$ cat src/rtl/enc_pkg.sv
// enc_pkg: shared widths and types for the 8-to-3 priority encoder
package enc_pkg;
  localparam int ENC_IN_W  = 8;
  localparam int ENC_OUT_W = 3;
  typedef logic [ENC_IN_W-1:0]  enc_in_t;
  typedef logic [ENC_OUT_W-1:0] enc_code_t;
endpackage

$ cat src/rtl/prio_enc8.sv
// prio_enc8: combinational highest-bit-wins encoder; ENC_ONEHOT_CHECK_EN enables the multi-hot flag
module prio_enc8
  import enc_pkg::*;
(
  input  enc_in_t   din,
  output enc_code_t code,
  output logic      any,
  output logic      multi
);
  // scan upward so the highest set bit is the last one to claim the code
  always_comb begin
    code = '0;
    for (int i = 0; i < ENC_IN_W; i++) code = din[i] ? enc_code_t'(i) : code;
  end
  assign any = |din;
`ifdef ENC_ONEHOT_CHECK_EN
  assign multi = |(din & (din - enc_in_t'(1)));
`else
  assign multi = 1'b0;
`endif
endmodule

$ cat src/rtl/eight_to_three_encoder.sv
// eight_to_three_encoder: registered priority encoder, optional input stage; ENC_ONEHOT_CHECK_EN enables err
module eight_to_three_encoder
  import enc_pkg::*;
#(
  parameter int IN_REG = 0
) (
  input  logic      clk,
  input  logic      rst,
  input  logic      en,
  input  enc_in_t   din,
  output enc_code_t dout,
  output logic      valid,
  output logic      err
);
  enc_in_t   src;
  logic      adv;
  enc_code_t code, dout_d, dout_q;
  logic      any, multi, valid_d, valid_q, err_d, err_q;
  if (IN_REG != 0) begin : g_in
    enc_in_t stage_d, stage_q;
    // input stage captures din only when enabled; the output stage follows it every cycle
    always_comb stage_d = en ? din : stage_q;
    // input stage register
    always_ff @(posedge clk or posedge rst)
      if (rst) stage_q <= '0;
      else stage_q <= stage_d;
    assign src = stage_q;
    assign adv = 1'b1;
  end else begin : g_direct
    assign src = din;
    assign adv = en;
  end
  prio_enc8 u_enc (.din(src), .code(code), .any(any), .multi(multi));
  // all three outputs load from the same sample or all hold
  always_comb begin
    dout_d  = adv ? code  : dout_q;
    valid_d = adv ? any   : valid_q;
    err_d   = adv ? multi : err_q;
  end
  // output registers
  always_ff @(posedge clk or posedge rst)
    if (rst) begin
      dout_q  <= '0;
      valid_q <= 1'b0;
      err_q   <= 1'b0;
    end else begin
      dout_q  <= dout_d;
      valid_q <= valid_d;
      err_q   <= err_d;
    end
  assign dout  = dout_q;
  assign valid = valid_q;
  assign err   = err_q;
endmodule

$ cat config.mk
export PLATFORM = sky130hd
export DESIGN_NAME = eight_to_three_encoder
export DESIGN_NICKNAME = d
export VERILOG_FILES = /design/src/rtl/enc_pkg.sv /design/src/rtl/prio_enc8.sv /design/src/rtl/eight_to_three_encoder.sv
export SDC_FILE = /design/constraint.sdc
export NUM_CORES = 1
export LEC_CHECK = 0
export CAP_MARGIN = 0
export CORE_AREA = 2 2 39 41
export CTS_CLUSTER_DIAMETER = 200
export CTS_CLUSTER_SIZE = 16
export DETAILED_ROUTE_END_ITERATION = 10
export DIE_AREA = 0 0 41 43
export GPL_TIMING_DRIVEN = 0
export PLACE_DENSITY = 0.44
export SETUP_SLACK_MARGIN = 0.05
export SLEW_MARGIN = 10
export SYNTH_ARGS = -nofsm -noshare
export SYNTH_HDL_FRONTEND = slang
export SYNTH_SLANG_ARGS = --single-unit
$ cat constraint.sdc
create_clock -name clk -period 0.8 [get_ports clk]
set_input_delay 0.16 -clock clk [delete_from_list [all_inputs] [get_ports clk]]
set_output_delay 0.16 -clock clk [all_outputs]
set_load 0.01 [all_outputs]
==> flow_summary.html <==
<h2>Synthesis and place &amp; route</h2>
<table>
<tr><th>Metric</th><th>Value</th></tr>
<tr><th colspan="2">Run status</th></tr>
<tr><td>Result of the run</td><td>finished with violations</td></tr>
<tr><td>Failing checks</td><td>negative setup slack</td></tr>
<tr><th colspan="2">Final timing</th></tr>
<tr><td>Minimum clock period</td><td>0.9075 ns</td></tr>
<tr><td>Setup TNS</td><td>-0.3908 ns</td></tr>
<tr><td>Setup slack of the critical path after layout</td><td>-0.1075 ns</td></tr>
<tr><td>F_max</td><td>1.102 GHz</td></tr>
<tr><td>Unrepaired setup endpoints after global routing</td><td>true</td></tr>
<tr><td>Worst Clk Skew</td><td>0 ns</td></tr>
<tr><td>Number of setup violations in the final report</td><td>4</td></tr>
<tr><th colspan="2">Power</th></tr>
<tr><td>Flip-flop and latch power</td><td>0.000220 W</td></tr>
<tr><td>Worst IR Drop VDD</td><td>0.2740 mV</td></tr>
<tr><td>Share of power burned in the clock network</td><td>0.427</td></tr>
<tr><td>Pwr dens</td><td>1531 nW/um^2</td></tr>
<tr><td>Portion of total power attributed to sequential cells</td><td>0.375</td></tr>
<tr><td>Power in the clock group</td><td>0.000250 W</td></tr>
<tr><th colspan="2">Finish</th></tr>
<tr><td>Final cell area excluding filler cells</td><td>382.9 um^2</td></tr>
<tr><td>Non-CTS inverters</td><td>3</td></tr>
<tr><td>Multi-input logic portion of the cell area</td><td>0.3007</td></tr>
<tr><td>Fraction of standard cell area that is sequential</td><td>0.2614</td></tr>
<tr><td>Post-route insts no fill</td><td>59</td></tr>
<tr><td>Clock buffer and inverter area fraction after layout</td><td>0.05882</td></tr>
<tr><td>Nonclk buf count</td><td>16</td></tr>
<tr><td>Dominant logic cell type in the layout</td><td>sky130_fd_sc_hd__buf_2</td></tr>
<tr><td>Final Net Count</td><td>56</td></tr>
<tr><td>Max reg flops</td><td>3</td></tr>
<tr><td>Top Layout Cells</td><td>sky130_fd_sc_hd__buf_2, sky130_fd_sc_hd__nor2_1, sky130_fd_sc_hd__dfrtp_1</td></tr>
<tr><td>Diode insertion count for antenna repair</td><td>0</td></tr>
<tr><th colspan="2">Yosys</th></tr>
<tr><td>Total cells reported by yosys after synthesis</td><td>26</td></tr>
<tr><td>Adder-Cell Fraction of Synth Area</td><td>0</td></tr>
<tr><td>Yosys synthesis chip area</td><td>210.2 um^2</td></tr>
<tr><td>Post-synthesis sequential area ratio</td><td>0.4762</td></tr>
<tr><td>Number of different library cells in the post-synthesis netlist</td><td>12</td></tr>
<tr><td>Net count after synthesis</td><td>37</td></tr>
<tr><td>FFs w/ async S/R, synth</td><td>1.000</td></tr>
<tr><td>Synth area leaders</td><td>sky130_fd_sc_hd__dfrtp_1, sky130_fd_sc_hd__nor2_1, sky130_fd_sc_hd__a31oi_1</td></tr>
<tr><td>Most common library cells after synthesis</td><td>sky130_fd_sc_hd__nor2_1, sky130_fd_sc_hd__dfrtp_1, sky130_fd_sc_hd__a31oi_1, sky130_fd_sc_hd__inv_1, sky130_fd_sc_hd__nor4_1</td></tr>
<tr><td>Cell Area, Synth</td><td>210.2 um^2</td></tr>
<tr><td>Post-synthesis sequential element count</td><td>4</td></tr>
<tr><td>Average footprint of a synthesized cell</td><td>8.085 um^2</td></tr>
<tr><td>Number of synthesized flops with an enable pin</td><td>0</td></tr>
<tr><th colspan="2">Worst setup path</th></tr>
<tr><td>Setup crit start</td><td>dout[1]</td></tr>
<tr><td>R2r startpoint</td><td>dout[1]</td></tr>
<tr><td>Worst R2R Setup Slack</td><td>0.07 ns</td></tr>
<tr><td>Worst reg-to-reg path cell count</td><td>3</td></tr>
<tr><td>Kind of end point of the critical path</td><td>primary output</td></tr>
<tr><td>Critical path class</td><td>reg2out</td></tr>
<tr><td>Required @ worst endpoint</td><td>0.64 ns</td></tr>
<tr><td>CP max stage cell</td><td>sky130_fd_sc_hd__dfrtp_1</td></tr>
<tr><td>Worst setup path end</td><td>dout[1]</td></tr>
<tr><td>Critical register-to-register path endpoint</td><td>dout[1]</td></tr>
<tr><th colspan="2">Clock tree</th></tr>
<tr><td>Worst skew pair latency</td><td>0.23 ns</td></tr>
<tr><td>Hold-fix buffers at CTS</td><td>0</td></tr>
<tr><td>Clk pin slew, worst setup/hold paths</td><td>0.04 ns</td></tr>
<tr><td>CTS root buf</td><td>sky130_fd_sc_hd__clkbuf_4</td></tr>
<tr><td>Clock buffer depth</td><td>2</td></tr>
<tr><td>CTS tree</td><td>done</td></tr>
<tr><th colspan="2">Detailed routing</th></tr>
<tr><td>Number of vias per cell</td><td>3.881</td></tr>
<tr><td>Remaining routing DRC violations</td><td>0</td></tr>
<tr><td>Total number of vias</td><td>229</td></tr>
<tr><th colspan="2">Min path</th></tr>
<tr><td>Path class of the lowest-slack min-delay path</td><td>in2async</td></tr>
<tr><th colspan="2">Flow run</th></tr>
<tr><td>Number of logged tool warnings</td><td>29</td></tr>
<tr><td># Max-Cap Violations</td><td>0</td></tr>
<tr><th colspan="2">Floorplan</th></tr>
<tr><td>Vertical extent of the die</td><td>43 um</td></tr>
<tr><td>Die Area</td><td>1763 um^2</td></tr>
<tr><th colspan="2">GRT</th></tr>
<tr><td>Initial antenna violation count</td><td>0</td></tr>
<tr><td>Met1 routing resource usage after global routing</td><td>0.09032</td></tr>
<tr><td>Global routing's busiest layer</td><td>met4</td></tr>
<tr><td>Residual overflow from global routing</td><td>0</td></tr>
<tr><th colspan="2">Place</th></tr>
<tr><td>Worst setup timing slack at the placement stage</td><td>-0.5196 ns</td></tr>
<tr><td>Last weighted congestion value of the routability-driven placer</td><td>0.6657</td></tr>
</table>
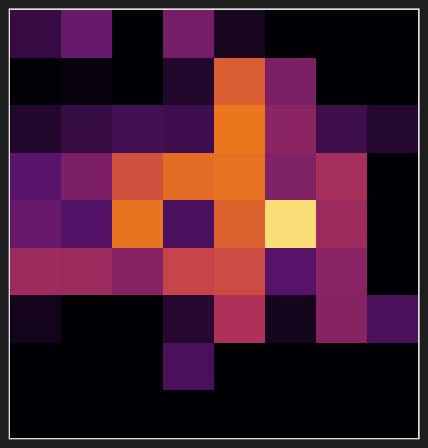
Figure 1: cell area per tile.
8 x 9 tiles, from black (low) to pale yellow (high), 0 to 100% covered.
densest ninth of the die	centre
mean over tiles	21%
tiles over 75% full	1.4%

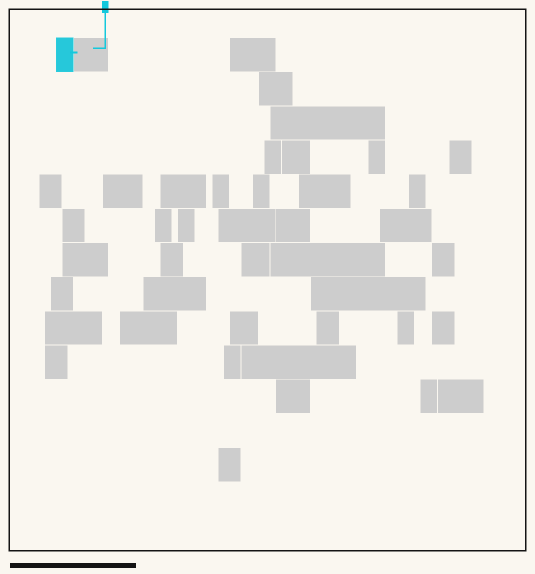
Figure 2: port wiring.
Scale bar: 10 um.
colour	port	direction	edge	end cells	buffers	wire
cyan	err	output	north	1	1	4.20 um

Power and IR drop assume default switching activity.
